File: config.mk
export PLATFORM = sky130hd
export DESIGN_NAME = fetch_stage
export DESIGN_NICKNAME = d
export VERILOG_FILES = /design/src/rtl/mips_pkg.sv /design/src/rtl/pc_register.sv /design/src/rtl/fetch_stage.sv
export SDC_FILE = /design/constraint.sdc
export NUM_CORES = 1
export LEC_CHECK = 0
export ABC_AREA = 1
export CAP_MARGIN = 20
export CORE_ASPECT_RATIO = 1.1
export CORE_UTILIZATION = 46
export CTS_BUF_LIST = sky130_fd_sc_hd__clkbuf_2 sky130_fd_sc_hd__clkbuf_4 sky130_fd_sc_hd__clkbuf_8
export CTS_CLUSTER_SIZE = 30
export DETAILED_ROUTE_END_ITERATION = 10
export PLACE_DENSITY = 0.92
export SLEW_MARGIN = 40
export SYNTH_ARGS = -nofsm -noshare
export SYNTH_HDL_FRONTEND = slang
export SYNTH_HIERARCHICAL = 1
export SYNTH_SLANG_ARGS = --single-unit
File: constraint.sdc
create_clock -name clk -period 2.9 [get_ports clk]
set_input_delay 0.58 -clock clk [delete_from_list [all_inputs] [get_ports clk]]
set_output_delay 0.58 -clock clk [all_outputs]
set_load 0.005 [all_outputs]
File: src/rtl/mips_pkg.sv
// Shared definitions for the MIPS pipeline: instruction constants, reset PC default
// and the IF/ID payload layout seen by the decode stage.
package mips_pkg;

   localparam int unsigned XLEN        = 32;
   localparam int unsigned INSTR_BYTES = 4;

   localparam logic [XLEN-1:0] NOP_INSTR        = 32'h0000_0000;
   localparam logic [XLEN-1:0] RESET_PC_DEFAULT = 32'h0000_0000;

   // IF/ID pipeline register payload as consumed by ID
   typedef struct packed {
      logic [XLEN-1:0] pc4;
      logic [XLEN-1:0] instr;
      logic            valid;
   } if_id_t;

endpackage : mips_pkg

File: src/rtl/pc_register.sv
// Program counter flop with next-PC selection: redirect beats stall beats
// sequential increment. Also exports the combinational PC+4 for IF/ID.
module pc_register
   import mips_pkg::*;
#(
   parameter int unsigned         ADDR_W   = 32,
   parameter logic [ADDR_W-1:0]   RESET_PC = ADDR_W'(RESET_PC_DEFAULT)
) (
   input  logic              clk,
   input  logic              rst,
   input  logic              stall_i,
   input  logic              branch_taken_i,
   input  logic [ADDR_W-1:0] branch_target_i,
   output logic [ADDR_W-1:0] pc_o,
   output logic [ADDR_W-1:0] pc4_c
);

   logic [ADDR_W-1:0] pc_q;
   logic [ADDR_W-1:0] pc_d;

   // increment wraps naturally at 2^ADDR_W
   assign pc4_c = pc_q + ADDR_W'(INSTR_BYTES);
   assign pc_o  = pc_q;

   always_comb begin
      pc_d = pc4_c;
      if (branch_taken_i) begin
         pc_d = {branch_target_i[ADDR_W-1:2], 2'b00};
      end else if (stall_i) begin
         pc_d = pc_q;
      end
   end

   always_ff @(posedge clk or posedge rst) begin
      if (rst) begin
         pc_q <= RESET_PC;
      end else begin
         pc_q <= pc_d;
      end
   end

endmodule : pc_register

File: src/rtl/fetch_stage.sv
// IF stage: owns the PC, presents it to instruction memory and latches the
// returned word into the IF/ID register, honouring stall and flush.
module fetch_stage
   import mips_pkg::*;
#(
   parameter int unsigned         ADDR_W   = 32,
   parameter int unsigned         DATA_W   = 32,
   parameter logic [ADDR_W-1:0]   RESET_PC = ADDR_W'(RESET_PC_DEFAULT)
) (
   input  logic              clk,
   input  logic              rst,
   input  logic              stall_i,
   input  logic              flush_i,
   input  logic              branch_taken_i,
   input  logic [ADDR_W-1:0] branch_target_i,
   output logic [ADDR_W-1:0] imem_addr_o,
   input  logic [DATA_W-1:0] imem_data_i,
   output logic [ADDR_W-1:0] pc_o,
   output logic [ADDR_W-1:0] if_id_pc4_o,
   output logic [DATA_W-1:0] if_id_instr_o,
   output logic              if_id_valid_o
);

   logic [ADDR_W-1:0] pc;
   logic [ADDR_W-1:0] pc4;

   pc_register #(
      .ADDR_W   (ADDR_W),
      .RESET_PC (RESET_PC)
   ) u_pc_register (
      .clk             (clk),
      .rst             (rst),
      .stall_i         (stall_i),
      .branch_taken_i  (branch_taken_i),
      .branch_target_i (branch_target_i),
      .pc_o            (pc),
      .pc4_c           (pc4)
   );

   // memory address is the PC itself, no extra cycle
   assign imem_addr_o = pc;
   assign pc_o        = pc;

   // IF/ID register: flush beats stall beats capture
   always_ff @(posedge clk or posedge rst) begin
      if (rst) begin
         if_id_pc4_o   <= '0;
         if_id_instr_o <= DATA_W'(NOP_INSTR);
         if_id_valid_o <= 1'b0;
      end else if (flush_i) begin
         if_id_pc4_o   <= '0;
         if_id_instr_o <= DATA_W'(NOP_INSTR);
         if_id_valid_o <= 1'b0;
      end else if (!stall_i) begin
         if_id_pc4_o   <= pc4;
         if_id_instr_o <= imem_data_i;
         if_id_valid_o <= 1'b1;
      end
   end

endmodule : fetch_stage

Fig. 1: cell classes on the final placement
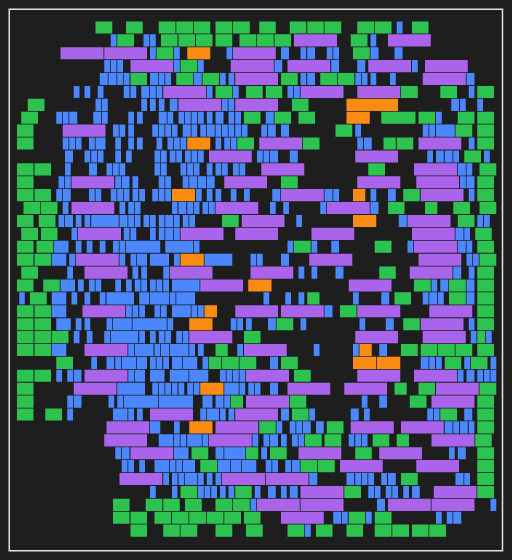
- purple: sequential cells (cells 95; share of their area 34%)
- orange: clock drivers and dummy loads (cells 16; share of their area 3.1%)
- green: remaining buffers and delay cells (cells 201; share of their area 28%)
- blue: remaining logic cells (cells 525; share of their area 35%)

Fig. 2: congestion heat map
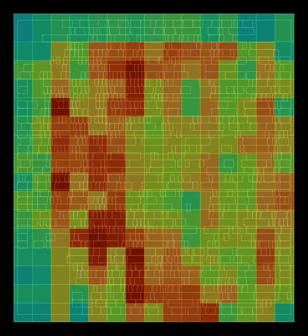
WL per Instance: 14.5 microns
GRT busiest layer: met2

Fig. 3: drive-strength map
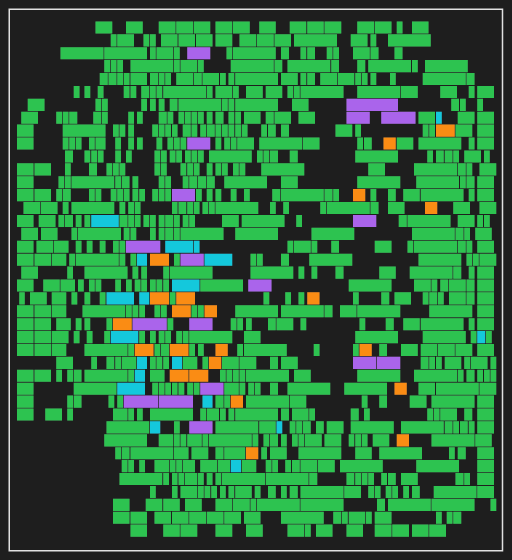
- cyan: x2 (cells 19; most used xor2_2)
- purple: x6 and larger (cells 18; most used clkbuf_8)
- green: x1 and smaller (cells 778; most used nand2_1)
- orange: x3 and x4 (cells 22)

Fig. 4: cell area per tile
The bar under the picture is 20 microns long. 10 x 11 tiles, from dark blue (low) to red (high), 0 to 100% covered.
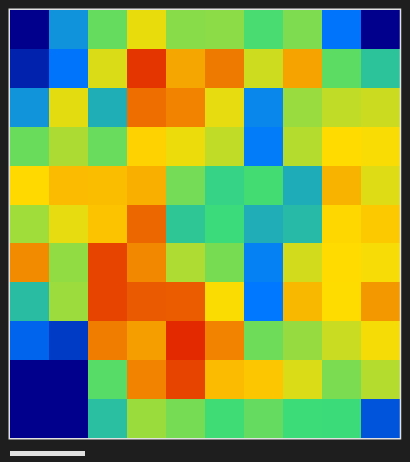
- nearly empty tiles: 5.5%
- emptiest ninth of the die: bottom left
- tiles over 75% full: 32%

Fig. 5: signal metal coverage by tile
The bar under the picture is 20 microns long. 21 x 23 tiles, from dark blue (low) to red (high), scaled to the fullest tile. Values are wire area over tile area, all layers added.
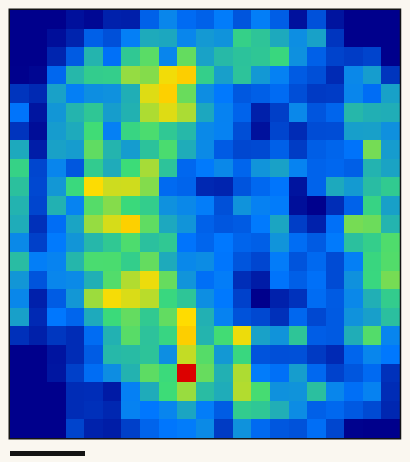
- nearly empty tiles: 7.2%
- emptiest ninth of the die: bottom left
- fullest tile: 0.67
- mean over tiles: 0.19
- tiles over half the peak: 13%

==> run summary <==
Synth Flop Type: dfrtp_1
Finished Layout Cells: 984
H-tree depth: 3
Max VDD drop: 0.000255 V
Clk root buf: clkbuf_8
Buf/Inv on CP: 1
Crit-path slowest cell: clkdlybuf4s50_1
Late-Pin Clk Latency: 0.36 ns
WHS Path Cells: 2
Top cell type's share of synthesized area: 0.455
Syn-to-layout area delta: 38.1%
Outcome: finished, final reports clean
Ys cells: 680
WP data required: 2.32 ns
WHS Endpoint: if_id_pc4_o[10]
Worst-path clk slew: 0.08 ns
Period utilization: 0.711
Fin. Hold Viols: 0
Placed cells: 968
Top cells by area: dfrtp_1 (45%), nand2_1 (20%), nand3_1 (7.8%), buf_4 (6.0%), inv_1 (4.2%)
Critical R2R Launch: u_pc_register/pc_o[3]
Final instance area: 7220 sq um
Layout Utilization: 0.656
Congestion Overflow GR: 0
-- power by group --
part | total, mW | internal (mW) | switching, mW
Combinational | 0.758 | 0.419 | 0.339
Clock | 0.939 | 0.490 | 0.449
Sequential | 1.54 | 1.42 | 0.116
Total | 3.24 | 2.33 | 0.904
-- cell type report --
class	count	area (sq um)	area share
multi-input combinational	464	2220	0.307
tap	147	184	0.0255
clock buffer	14	180	0.0249
inverter	61	229	0.0317
sequential	95	2380	0.329
clock inverter	2	37.5	0.00520
timing repair buffer	201	1990	0.276
-- cell usage after synthesis (6+ instances only) --
cell,number
nand2_1,282
nor2_1,30
o21ai_0,13
inv_1,59
nand2_2,6
xor2_2,7
dfrtp_1,95
buf_4,42
nand3_1,82
buf_2,16
a22o_1,8
xor2_1,7
nor2_4,9
-- kinds of logic after synthesis --
logic type               after synthesis  share of synthesized area
AND-OR/OR-AND                         27                     0.0342
XOR/XNOR                              15                     0.0352
adder cells (fa/ha/maj)                1                    0.00239
buffers and inverters                124                      0.123
flip-flops                            95                      0.455
other                                  1                   0.000717
AND/OR/NAND/NOR                      417                      0.350
-- metrics by stage --
stage | setup slack, ns | power [mW]
after floorplan | 0.694 | 1.90
after global placement | 0.578 | 2.30
after detailed placement | 0.512 | 2.32
after CTS | 0.821 | 3.25
after global routing | 0.765 | 3.40
final | 0.838 | 3.24
-- sequential cells by signal, indices dropped and copies added, names as in the netlist --
name                cells
u_pc_register/pc_o     30
if_id_pc4_o            32
if_id_instr_o          32
if_id_valid_o           1
-- routing by layer --
layer,track usage,wire (microns)
met1,0.295,5900
met2,0.446,7230
met3,0.0411,829
met4,0.0990,306
met5,0,0
Power is estimated from default activity; no workload was simulated.
